Figure 1. Port wiring.
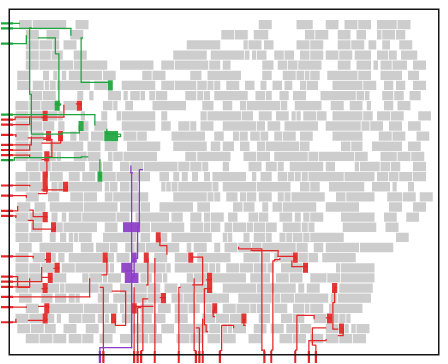
Figure 2. Pin map.
Pins as bars across the die edge, other pins in grey.
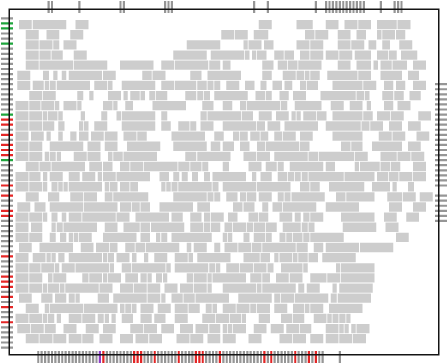
Figure 3. Signal wires by layer.
Scale bar: 20 µm.
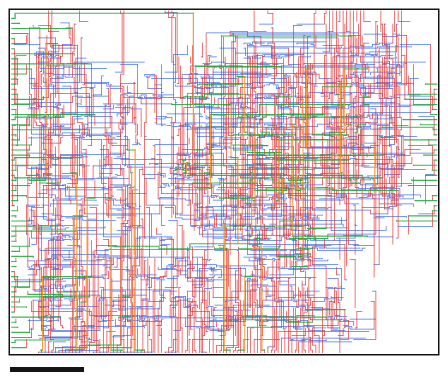
<file path="src/rtl/wb_arbiter.sv">
// Register-bank write-port arbiter: merges ALU, load and FPU results into a single
// registered write stream and tracks pending writes per register for hazard stalls.
module wb_arbiter #(
    parameter int unsigned XLEN = 32,
    parameter int unsigned NREG = 32,
    localparam int unsigned RW  = $clog2(NREG)
) (
    input  logic            clk,
    input  logic            rst,
    // single-cycle ALU, never back-pressured
    input  logic            alu_valid,
    input  logic [RW-1:0]   alu_rd,
    input  logic [XLEN-1:0] alu_data,
    // load unit
    input  logic            mem_valid,
    input  logic [RW-1:0]   mem_rd,
    input  logic [XLEN-1:0] mem_data,
    output logic            mem_ready,
    // multi-cycle FPU
    input  logic            fpu_valid,
    input  logic [RW-1:0]   fpu_rd,
    input  logic [XLEN-1:0] fpu_data,
    output logic            fpu_ready,
    // issue-side hazard interface
    input  logic            issue_valid,
    input  logic [RW-1:0]   issue_rs1,
    input  logic [RW-1:0]   issue_rs2,
    input  logic [RW-1:0]   issue_rd,
    output logic            issue_stall,
    output logic [NREG-1:0] busy,
    // register-bank write port
    output logic            wb_signal,
    output logic [RW-1:0]   rd,
    output logic [XLEN-1:0] wb_data
);

    // Which of the two back-pressured producers won the last mem/fpu arbitration
    typedef enum logic {
        SrcMem = 1'b0,
        SrcFpu = 1'b1
    } src_e;

    src_e            rr_last_q;
    logic            wb_signal_q;
    logic [RW-1:0]   rd_q;
    logic [XLEN-1:0] wb_data_q;
    logic [NREG-1:0] busy_q;
    logic [NREG-1:0] busy_d;

    logic            grant_mem;
    logic            grant_fpu;
    logic            grant_any;
    logic [RW-1:0]   grant_rd;
    logic [XLEN-1:0] grant_data;
    logic            issue_set;

    // Grant selection: ALU has absolute priority, mem/fpu share round-robin
    always_comb begin
        grant_mem  = 1'b0;
        grant_fpu  = 1'b0;
        grant_any  = 1'b0;
        grant_rd   = '0;
        grant_data = '0;
        if (alu_valid) begin
            grant_any  = 1'b1;
            grant_rd   = alu_rd;
            grant_data = alu_data;
        end else if (mem_valid && fpu_valid) begin
            // the unit that did not win last time goes first
            if (rr_last_q == SrcFpu) begin
                grant_mem = 1'b1;
            end else begin
                grant_fpu = 1'b1;
            end
        end else if (mem_valid) begin
            grant_mem = 1'b1;
        end else if (fpu_valid) begin
            grant_fpu = 1'b1;
        end
        if (grant_mem) begin
            grant_any  = 1'b1;
            grant_rd   = mem_rd;
            grant_data = mem_data;
        end else if (grant_fpu) begin
            grant_any  = 1'b1;
            grant_rd   = fpu_rd;
            grant_data = fpu_data;
        end
    end

    // Ready is combinational but must never leak an accept while reset is held
    always_comb begin
        mem_ready = grant_mem & ~rst;
        fpu_ready = grant_fpu & ~rst;
    end

    // Hazard check; WAW term ignored for a destination-less instruction
    always_comb begin
        issue_stall = issue_valid &
                      (busy_q[issue_rs1] | busy_q[issue_rs2] |
                       ((issue_rd != '0) & busy_q[issue_rd]));
        issue_set   = issue_valid & ~issue_stall & (issue_rd != '0);
    end

    // Scoreboard next state: clear on bank write, then set so that set wins
    always_comb begin
        busy_d = busy_q;
        if (wb_signal_q) begin
            busy_d[rd_q] = 1'b0;
        end
        if (issue_set) begin
            busy_d[issue_rd] = 1'b1;
        end
        busy_d[0] = 1'b0;
    end

    // Registered write port, round-robin pointer and scoreboard
    always_ff @(posedge clk or posedge rst) begin
        if (rst) begin
            wb_signal_q <= 1'b0;
            rd_q        <= '0;
            wb_data_q   <= '0;
            rr_last_q   <= SrcFpu;
            busy_q      <= '0;
        end else begin
            // x0 results are consumed but never written
            wb_signal_q <= grant_any && (grant_rd != '0);
            if (grant_any) begin
                rd_q      <= grant_rd;
                wb_data_q <= grant_data;
            end
            if (grant_mem) begin
                rr_last_q <= SrcMem;
            end else if (grant_fpu) begin
                rr_last_q <= SrcFpu;
            end
            busy_q <= busy_d;
        end
    end

    assign wb_signal = wb_signal_q;
    assign rd        = rd_q;
    assign wb_data   = wb_data_q;
    assign busy      = busy_q;

endmodule

</file>
<file path="config.mk">
export PLATFORM = sky130hd
export DESIGN_NAME = wb_arbiter
export DESIGN_NICKNAME = d
export VERILOG_FILES = /design/src/rtl/wb_arbiter.sv
export SDC_FILE = /design/constraint.sdc
export NUM_CORES = 1
export LEC_CHECK = 0
export CORE_ASPECT_RATIO = 0.8
export CORE_MARGIN = 1
export CORE_UTILIZATION = 42
export DETAILED_ROUTE_END_ITERATION = 16
export PLACE_DENSITY = 0.87
export SLEW_MARGIN = 30
export SYNTH_ARGS = -nofsm -noshare
export SYNTH_HDL_FRONTEND = slang
export SYNTH_SLANG_ARGS = --single-unit
export TNS_END_PERCENT = 20
</file>
<file path="constraint.sdc">
create_clock -name clk -period 4.2 [get_ports clk]
set_input_delay 1.05 -clock clk [delete_from_list [all_inputs] [get_ports clk]]
set_output_delay 1.05 -clock clk [all_outputs]
set_load 0.02 [all_outputs]
</file>
==> results.toml <==
# yosys + openroad results
[run_status]
status = "completed"

[floorplan]
fp-utilization_pct = 43.9
die_area_um2 = 10600
die_h_um = 92.3
num_rows = 32

[cells_and_area]
layout-drive-gt1-share_pct = 13.6
fin_cells = 805
syn2layout_area_growth_pct = 63.1
lay_top_count = "clkdlybuf4s50_1"

[power]
power_leakage_nw = 2.82
power_frac_seq_pct = 33.6
power-top-group = "combinational logic"
p_comb_w = 0.00152

[route]
first_pass_iters = 5
top_layer_used = "met4"
vias_per_cell = 6.14

[synthesis]
fa_ha_area_share_pct = 0
mux_share_pct = 12.7
synth-async-reset-ratio_pct = 100
synth_area_um2 = 4280
edf_count = 0
xor_share_pct = 0
yosysChipArea_um2 = 4280

[hold_path]
min_from = "wb_data[15]"
hold-path-endpoint = "wb_data[15]"

[clock_network]
clkTransAtPathRegs_ns = 0.06
cts_tree = "yes"
post_cts_buffers = 1

[setup_path]
critPathSlowestCell = "mux4_2"
start_kind = "input pin"
max_stage_delay_ns = 0.47

[final_timing]
tns_ns = 0

[global_routing]
met2_usage_pct = 55.9
Notes on Figure 1 above:
[green] alu_rd | bits: 5 | direction: input | edge: left | end cells: 5 | buffers: 5 | wire: 176 µm
[purple] mem_valid | bits: 1 | direction: input | edge: bottom | end cells: 4 | buffers: 1 | wire: 93.2 µm
[red] fpu_data | bits: 32 | direction: input | edge: 17 left, 15 bottom | end cells: 32 | buffers: 32 | wire: 576 µm

Notes on Figure 2 above:
[green] alu_rd | pins: 5 | direction: input | edge: left
[red] fpu_data | pins: 32 | direction: input | edge: 17 left, 15 bottom
[purple] mem_valid | pins: 1 | direction: input | edge: bottom
all pins by edge: 85 bottom, 66 left, 27 top, 27 right

Notes on Figure 3 above:
[blue] met1 | wire length: 6340 µm
[orange] met4 | wire length: 845 µm
[red] met2 | wire length: 8530 µm
[green] met3 | wire length: 1590 µm

Power and IR drop assume default switching activity.
